==> run_1/pdn.png <==
Pins as bars on the die edge.
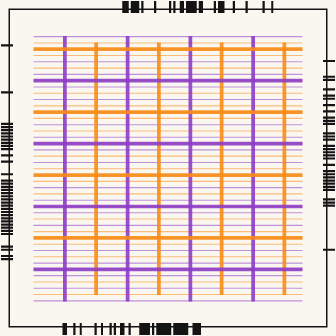
==> run_1/cell_classes.png <==
Bar = 50 µm.
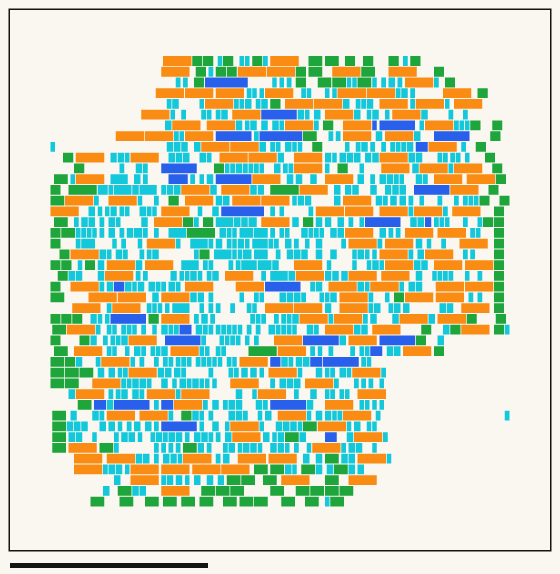
==> run_1/clock_map.png <==
Bar = 50 µm.
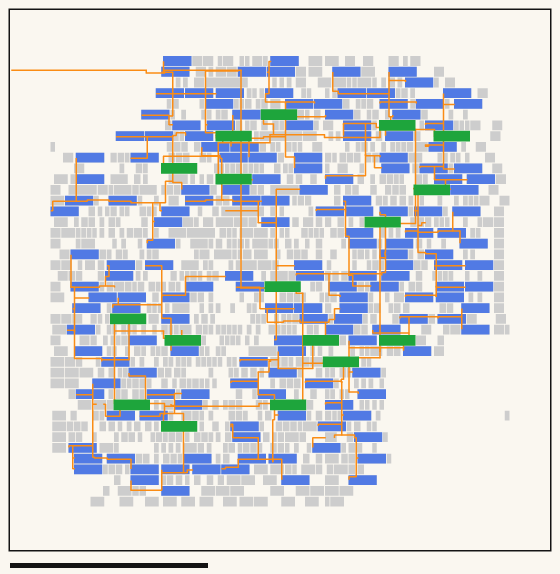
==> run_1/metal_stack.png <==
Only two layers are drawn.
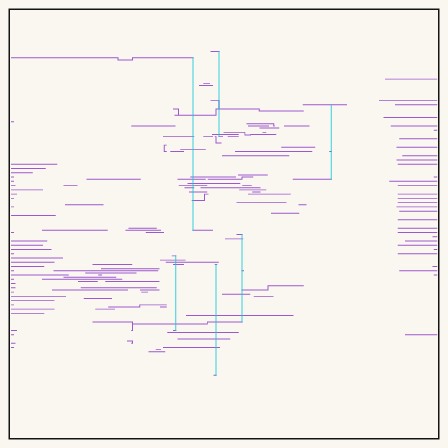
File: src/rtl/rtc_sequencer_pkg.sv
// rtc_sequencer_pkg: state encoding, RTC register base address and default burst parameters
package rtc_sequencer_pkg;
   localparam logic [1:0] S_IDLE  = 2'd0;
   localparam logic [1:0] S_ISSUE = 2'd1;
   localparam logic [1:0] S_WAIT  = 2'd2;
   localparam logic [1:0] S_NEXT  = 2'd3;
   localparam logic [7:0] ADDR_BASE = 8'h21;
   localparam int NREG_DEF = 6;
   localparam int TIMEOUT_DEF = 255;
endpackage

File: src/rtl/rtc_sequencer_if.sv
// rtc_sequencer_if: single-register transfer handshake between sequencer (master) and bus stage (slave)
interface rtc_sequencer_if;
   logic       access;
   logic       read;
   logic [7:0] addr;
   logic [7:0] wdata;
   logic       done;
   logic [7:0] rdata;
   modport master (output access, read, addr, wdata, input done, rdata);
   modport slave (input access, read, addr, wdata, output done, rdata);
endinterface

File: src/rtl/rtc_seq_timer.sv
// rtc_seq_timer: counts ticks since load, expired flags the TIMEOUT-th consecutive tick
module rtc_seq_timer
   import rtc_sequencer_pkg::*;
#(
   parameter int TIMEOUT = TIMEOUT_DEF
) (
   input  logic clk,
   input  logic reset,
   input  logic load,
   input  logic tick,
   output logic expired
);
   localparam int CW = $clog2(TIMEOUT + 1);
   logic [CW-1:0] cnt;
   always_ff @(posedge clk)
      if (reset || load) cnt <= '0;
      else if (tick) cnt <= cnt + 1'b1;
   assign expired = tick && cnt == CW'(TIMEOUT - 1);
endmodule

File: src/rtl/rtc_sequencer.sv
// rtc_sequencer: NREG-register RTC time read/write burst sequencer
// optional WAIT abort timer enabled by defining RTC_SEQ_TIMEOUT_EN
module rtc_sequencer
   import rtc_sequencer_pkg::*;
#(
   parameter int NREG = NREG_DEF,
   parameter int TIMEOUT = TIMEOUT_DEF
) (
   input  logic              clk,
   input  logic              reset,
   input  logic              rd_req,
   input  logic              wr_req,
   input  logic [8*NREG-1:0] wr_time,
   output logic [8*NREG-1:0] rd_time,
   output logic              rd_valid,
   output logic              busy,
   output logic              err,
   rtc_sequencer_if.master   bus
);
   localparam int IW = NREG > 1 ? $clog2(NREG) : 1;
   logic [1:0] st;
   logic [IW-1:0] idx, nidx;
   logic pend_rd, pend_wr, start_wr, start, last, expired;
   logic [8*NREG-1:0] snap, shadow;
   assign start_wr = wr_req | pend_wr;
   assign start = start_wr | rd_req | pend_rd;
   assign last = idx == IW'(NREG - 1);
   assign nidx = idx + 1'b1;
`ifdef RTC_SEQ_TIMEOUT_EN
   rtc_seq_timer #(.TIMEOUT(TIMEOUT)) u_timer (
      .clk(clk),
      .reset(reset),
      .load(st == S_ISSUE),
      .tick(st == S_WAIT && !bus.done),
      .expired(expired)
   );
`else
   assign expired = TIMEOUT < 0;
`endif
   always_ff @(posedge clk) begin
      if (reset) begin
         st <= S_IDLE;
         idx <= '0;
         pend_rd <= 1'b0;
         pend_wr <= 1'b0;
         bus.access <= 1'b0;
         bus.read <= 1'b1;
         bus.addr <= 8'h00;
         bus.wdata <= 8'h00;
         rd_time <= '0;
         rd_valid <= 1'b0;
         busy <= 1'b0;
         err <= 1'b0;
         snap <= '0;
         shadow <= '0;
      end else begin
         rd_valid <= 1'b0;
         bus.access <= 1'b0;
         if (st != S_IDLE) begin
            pend_wr <= pend_wr | wr_req;
            pend_rd <= pend_rd | rd_req;
         end
         case (st)
            S_IDLE: if (start) begin
               st <= S_ISSUE;
               idx <= '0;
               busy <= 1'b1;
               bus.access <= 1'b1;
               bus.read <= !start_wr;
               bus.addr <= ADDR_BASE;
               bus.wdata <= wr_time[7:0];
               snap <= wr_time;
               pend_wr <= 1'b0;
               pend_rd <= start_wr & (pend_rd | rd_req);
            end
            S_ISSUE: st <= S_WAIT;
            S_WAIT: if (bus.done) begin
               if (bus.read) shadow[{idx, 3'b000} +: 8] <= bus.rdata;
               st <= S_NEXT;
            end else if (expired) begin
               err <= 1'b1;
               st <= S_IDLE;
               busy <= pend_rd | pend_wr | rd_req | wr_req;
            end
            S_NEXT: if (!last) begin
               idx <= nidx;
               st <= S_ISSUE;
               bus.access <= 1'b1;
               bus.addr <= ADDR_BASE + 8'(nidx);
               bus.wdata <= snap[{nidx, 3'b000} +: 8];
            end else begin
               st <= S_IDLE;
               busy <= pend_rd | pend_wr | rd_req | wr_req;
               if (bus.read) begin
                  rd_time <= shadow;
                  rd_valid <= 1'b1;
               end
            end
            default: st <= S_IDLE;
         endcase
      end
   end
endmodule

File: src/flat_wrapper.sv
// flat-port wrapper written by rule: the top's interface ports become plain ports
module rtc_sequencer_flat import rtc_sequencer_pkg::*;
#(
   parameter int NREG = NREG_DEF,
   parameter int TIMEOUT = TIMEOUT_DEF
)
  (clk, reset, rd_req, wr_req, wr_time, rd_time, rd_valid, busy, err, bus_access, bus_read, bus_addr, bus_wdata, bus_done, bus_rdata);
  rtc_sequencer_if bus_i ();
  input  logic clk;
  input  logic reset;
  input  logic rd_req;
  input  logic wr_req;
  input  logic [8*NREG-1:0] wr_time;
  output logic [8*NREG-1:0] rd_time;
  output logic rd_valid;
  output logic busy;
  output logic err;
  output wire logic [$bits(bus_i.access)-1:0] bus_access;
  output wire logic [$bits(bus_i.read)-1:0] bus_read;
  output wire logic [$bits(bus_i.addr)-1:0] bus_addr;
  output wire logic [$bits(bus_i.wdata)-1:0] bus_wdata;
  input wire logic [$bits(bus_i.done)-1:0] bus_done;
  input wire logic [$bits(bus_i.rdata)-1:0] bus_rdata;
  assign bus_access = bus_i.access;
  assign bus_read = bus_i.read;
  assign bus_addr = bus_i.addr;
  assign bus_wdata = bus_i.wdata;
  assign bus_i.done = bus_done;
  assign bus_i.rdata = bus_rdata;
  rtc_sequencer #(.NREG(NREG), .TIMEOUT(TIMEOUT)) u_core (.clk(clk), .reset(reset), .rd_req(rd_req), .wr_req(wr_req), .wr_time(wr_time), .rd_time(rd_time), .rd_valid(rd_valid), .busy(busy), .err(err), .bus(bus_i));
endmodule
File: config.mk
export PLATFORM = sky130hd
export DESIGN_NAME = rtc_sequencer_flat
export DESIGN_NICKNAME = d
export VERILOG_FILES = /design/src/rtl/rtc_sequencer_pkg.sv /design/src/rtl/rtc_sequencer_if.sv /design/src/rtl/rtc_seq_timer.sv /design/src/rtl/rtc_sequencer.sv /design/src/flat_wrapper.sv
export SDC_FILE = /design/constraint.sdc
export NUM_CORES = 1
export LEC_CHECK = 0
export ABC_AREA = 1
export CAP_MARGIN = 20
export CORE_MARGIN = 10
export CORE_UTILIZATION = 50
export CTS_CLUSTER_DIAMETER = 200
export DETAILED_ROUTE_END_ITERATION = 10
export PLACE_DENSITY = 0.82
export SLEW_MARGIN = 15
export SYNTH_ARGS = -nofsm -noshare
export SYNTH_HDL_FRONTEND = slang
export SYNTH_HIERARCHICAL = 1
export SYNTH_SLANG_ARGS = --single-unit
File: constraint.sdc
create_clock -name clk -period 2.9 [get_ports clk]
set_clock_uncertainty 0.05 [all_clocks]
set_input_delay 0.58 -clock clk [delete_from_list [all_inputs] [get_ports clk]]
set_output_delay 0.58 -clock clk [all_outputs]
set_load 0.1 [all_outputs]
==> out/results.ini, run 1 <==
[status]
outcome=completed

[sta]
period_needed_ns=2.19
finalCritPeriodShare=0.756
final.setup.worst_slack_ns=0.707

[pwr]
vdd_ir_drop_max_mv=1.15
internal_power_mw=4.79
power_density_nw_per_um2=888

[place]
portBuffers=125
dp_worst_setup_slack_ns=0.556
dp.final_hpwl_um=13000

[floorplan]
rows=42
dieWidth_um=137
dieHeight_um=137
nWellTaps=176

[critical_path]
r2r_cells=7
r2r_slack_ns=0.71
path_delay_family=adder cells
setup.worst_path.start_class=flip-flop
cp-startpoint=u_core/st[1]
crit_buf_inv=2
critPathSlowestCell=ha_1

[clock_tree]
post_cts_buffers=0

[final_layout]
buf_share=0.144
comb_cells=625
seq_area_frac=0.390

[global_routing]
grt_max_degree=53

[synth]
yosys.area_share.adder=0.0166
post_synth_ao_oa_area_fraction=0.178
synthTopCellsByArea=dfxtp_1 (49%), nor2_1 (11%), o21ai_0 (10%), a21oi_1 (7.0%), nand2_1 (7.0%)

[job]
maxCapViolCount=0

[drt]
drt-met1-wl_um=7840

Back to the opening pictures, pdn.png:
purple -> VSS
orange -> VDD
met5 straps = 8
signal pins = 130
met1 rails = 43
met4 straps = 8

Back to the opening pictures, cell_classes.png:
orange -> flip-flops  # cells 168, share of their area 40%
green -> other buffers and delay cells  # cells 139, share of their area 15%
blue -> clock drivers and dummy loads  # cells 32, share of their area 7.3%
cyan -> all other logic  # cells 717, share of their area 38%

Back to the opening pictures, clock_map.png:
orange -> clock wires  # length 1,760 µm
blue -> flip-flops  # count 168
green -> cells driving clock nets  # count 17
routed clock nets = 18

Back to the opening pictures, metal_stack.png:
purple -> met3  # wire length 1,560 µm
cyan -> met4  # wire length 193 µm

==> run 2: changes to the inputs <==
--- a/config.mk
+++ b/config.mk
@@ -8,10 +8,10 @@
 export ABC_AREA = 1
 export CAP_MARGIN = 20
 export CORE_MARGIN = 10
-export CORE_UTILIZATION = 50
+export CORE_UTILIZATION = 47
 export CTS_CLUSTER_DIAMETER = 200
 export DETAILED_ROUTE_END_ITERATION = 10
-export PLACE_DENSITY = 0.82
+export PLACE_DENSITY = 0.81
 export SLEW_MARGIN = 15
 export SYNTH_ARGS = -nofsm -noshare
 export SYNTH_HDL_FRONTEND = slang
==> constraint.sdc (replaced) <==
create_clock -name clk -period 1.8 [get_ports clk]
set_clock_uncertainty 0.05 [all_clocks]
set_input_delay 0.36 -clock clk [delete_from_list [all_inputs] [get_ports clk]]
set_output_delay 0.36 -clock clk [all_outputs]
set_load 0.1 [all_outputs]
==> run_2/final_clocks.png <==
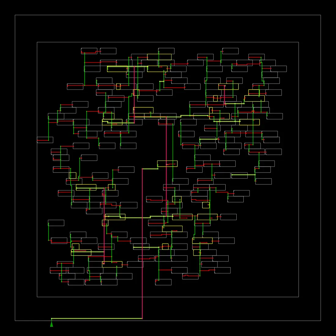
clock group power: 3.52 mW
clock sink count: 168
number of buffers created by CTS: 17
flop count: 168

==> run_2/metal_stack.png <==
Only two layers are drawn.
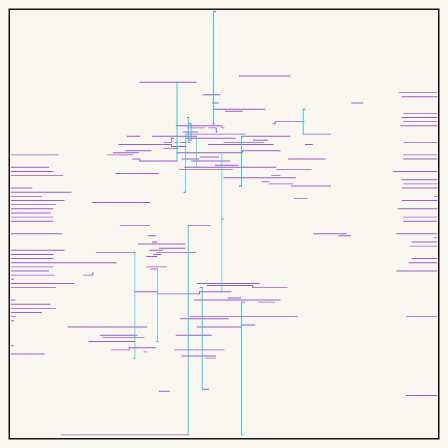
purple -> met3  # wire length 1,670 µm
cyan -> met4  # wire length 379 µm

==> run 2 against run 1 <==
Compared with the run above:
- wire length up 6.2%
- register-to-register slack lost 0.65 ns
- fmax grew 26%
- core utilization grew 4.6 points
- via count up 2.8%
- cell count increased by 2.2%
- largest power group unchanged
- synthesized cell count unchanged
- synthesized area unchanged
- critical path type unchanged
- highest routed layer unchanged
- worst hold slack worse by 0.0037 ns
==> out/results.ini, run 2 <==
[status]
outcome=completed

[final_layout]
comb_cells=625
seq_area_frac=0.345
nNonClkInverters=93
comb_area_um2=2920

[floorplan]
dieWidth_um=140
dieHeight_um=140
nWellTaps=180

[critical_path]
critPathSlowestCell=dfxtp_1
cp-startpoint=u_core/idx[1]
setup.worst_path.start_class=flip-flop
path_delay_family=simple AND/OR/NAND/NOR gates
slowest_delay_ns=0.33

[drt]
wirelength_um=19400
drtAntennaViolNets=0
drc=0
route.met2.wl_um=9230
vias_per_cell=5.18

[synth]
top_cell=nor2_1
synthTopLogicFamily=simple AND/OR/NAND/NOR gates
yosys.area_share.adder=0.0166
post_synth_ao_oa_area_fraction=0.178
synthTopCellsByArea=dfxtp_1 (49%), nor2_1 (11%), o21ai_0 (10%), a21oi_1 (7.0%), nand2_1 (7.0%)
ys_types=25

[sta]
final.setup.worst_slack_ns=0.0579
finalCritPeriodShare=0.968
period_needed_ns=1.74

[pwr]
seqPwrFrac=0.370
vdd_ir_drop_max_mv=1.60
power.switching_mw=4.84
power_density_nw_per_um2=1320
internal_power_mw=8.01

[global_routing]
grt_pass1_wl_um=30700
grt_use_met1=0.230
grt_max_degree=93
grt_pass1_vias=6256
grtUsageTotal=0.187

[place]
place_inst=1223
dp.final_hpwl_um=13400
dp_worst_setup_slack_ns=-0.185
portBuffers=125

[min_path]
min_to=u_core/snap[10]

[job]
maxCapViolCount=0

[clock_tree]
post_cts_buffers=0

==> run 3: changes to the inputs <==
--- a/config.mk
+++ b/config.mk
@@ -8,11 +8,11 @@
 export ABC_AREA = 1
 export CAP_MARGIN = 20
 export CORE_MARGIN = 10
-export CORE_UTILIZATION = 47
+export CORE_UTILIZATION = 49
+export CTS_BUF_LIST = sky130_fd_sc_hd__clkbuf_4 sky130_fd_sc_hd__clkbuf_8
 export CTS_CLUSTER_DIAMETER = 200
 export DETAILED_ROUTE_END_ITERATION = 10
-export PLACE_DENSITY = 0.81
-export SLEW_MARGIN = 15
+export PLACE_DENSITY = 0.84
 export SYNTH_ARGS = -nofsm -noshare
 export SYNTH_HDL_FRONTEND = slang
 export SYNTH_HIERARCHICAL = 1
==> run_3/clock_map.png <==
Bar = 50 µm.
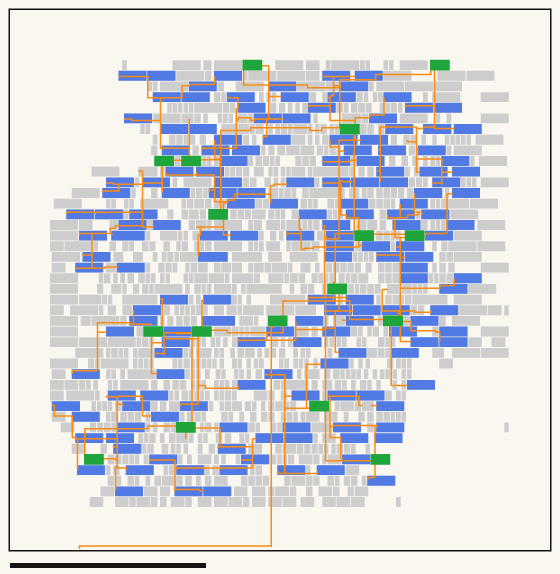
green -> cells driving clock nets  # count 17
blue -> flip-flops  # count 168
orange -> clock wires  # length 1,800 µm
routed clock nets = 18

==> run_3/pdn.png <==
Pins as bars on the die edge.
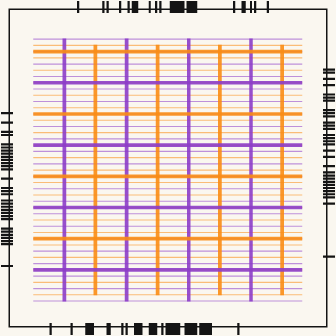
purple -> VSS
orange -> VDD
signal pins = 130
met1 rails = 43

==> run 3 against run 2 <==
Compared with the run above:
- the flow now finishes with violations (negative setup slack)
- cell count unchanged
- via count increased by 1.9%
- worst hold slack improved by 0.0083 ns
- cell area decreased by 1.0%
- non-clock buffer count increased by 5
- count of clock-buffer cells in the layout decreased by 1
- clock power decreased by 28%
- wire length increased by 4.5%
- largest power group unchanged
==> out/results.ini, run 3 <==
[status]
outcome=complete, but fails checks
violations=negative setup slack

[synth]
synthTopLogicFamily=simple AND/OR/NAND/NOR gates
post_synth_ao_oa_area_fraction=0.178
top_cell=nor2_1
ys_types=25
synthTopCellsByArea=dfxtp_1 (49%), nor2_1 (11%), o21ai_0 (10%), a21oi_1 (7.0%), nand2_1 (7.0%)

[clock_tree]
cts.sinks=168
cts-buffers-inserted=17

[sta]
final.setup.worst_slack_ns=-0.0945
period_needed_ns=1.89
setup_viol=2

[drt]
drc=0
vias_per_cell=5.28
drt-met1-wl_um=8220
drtAntennaViolNets=0
route.met2.wl_um=9680

[floorplan]
dieHeight_um=138
nWellTaps=176

[final_layout]
comb_area_um2=2930
design.seq.count=168
nNonClkInverters=92
buf_share=0.249
seq_area_frac=0.349

[critical_path]
cp-startpoint=u_core/idx[0]
slowest_delay_ns=0.39
critPathSlowestCell=dfxtp_4
setup.worst_path.start_class=flip-flop

[place]
dp_worst_setup_slack_ns=-0.131
portBuffers=125
place_inst=1223

[pwr]
internal_power_mw=7.17
power_density_nw_per_um2=1240
power.switching_mw=4.80

[global_routing]
grt_pass1_vias=6137

Power is estimated from default activity; no workload was simulated.
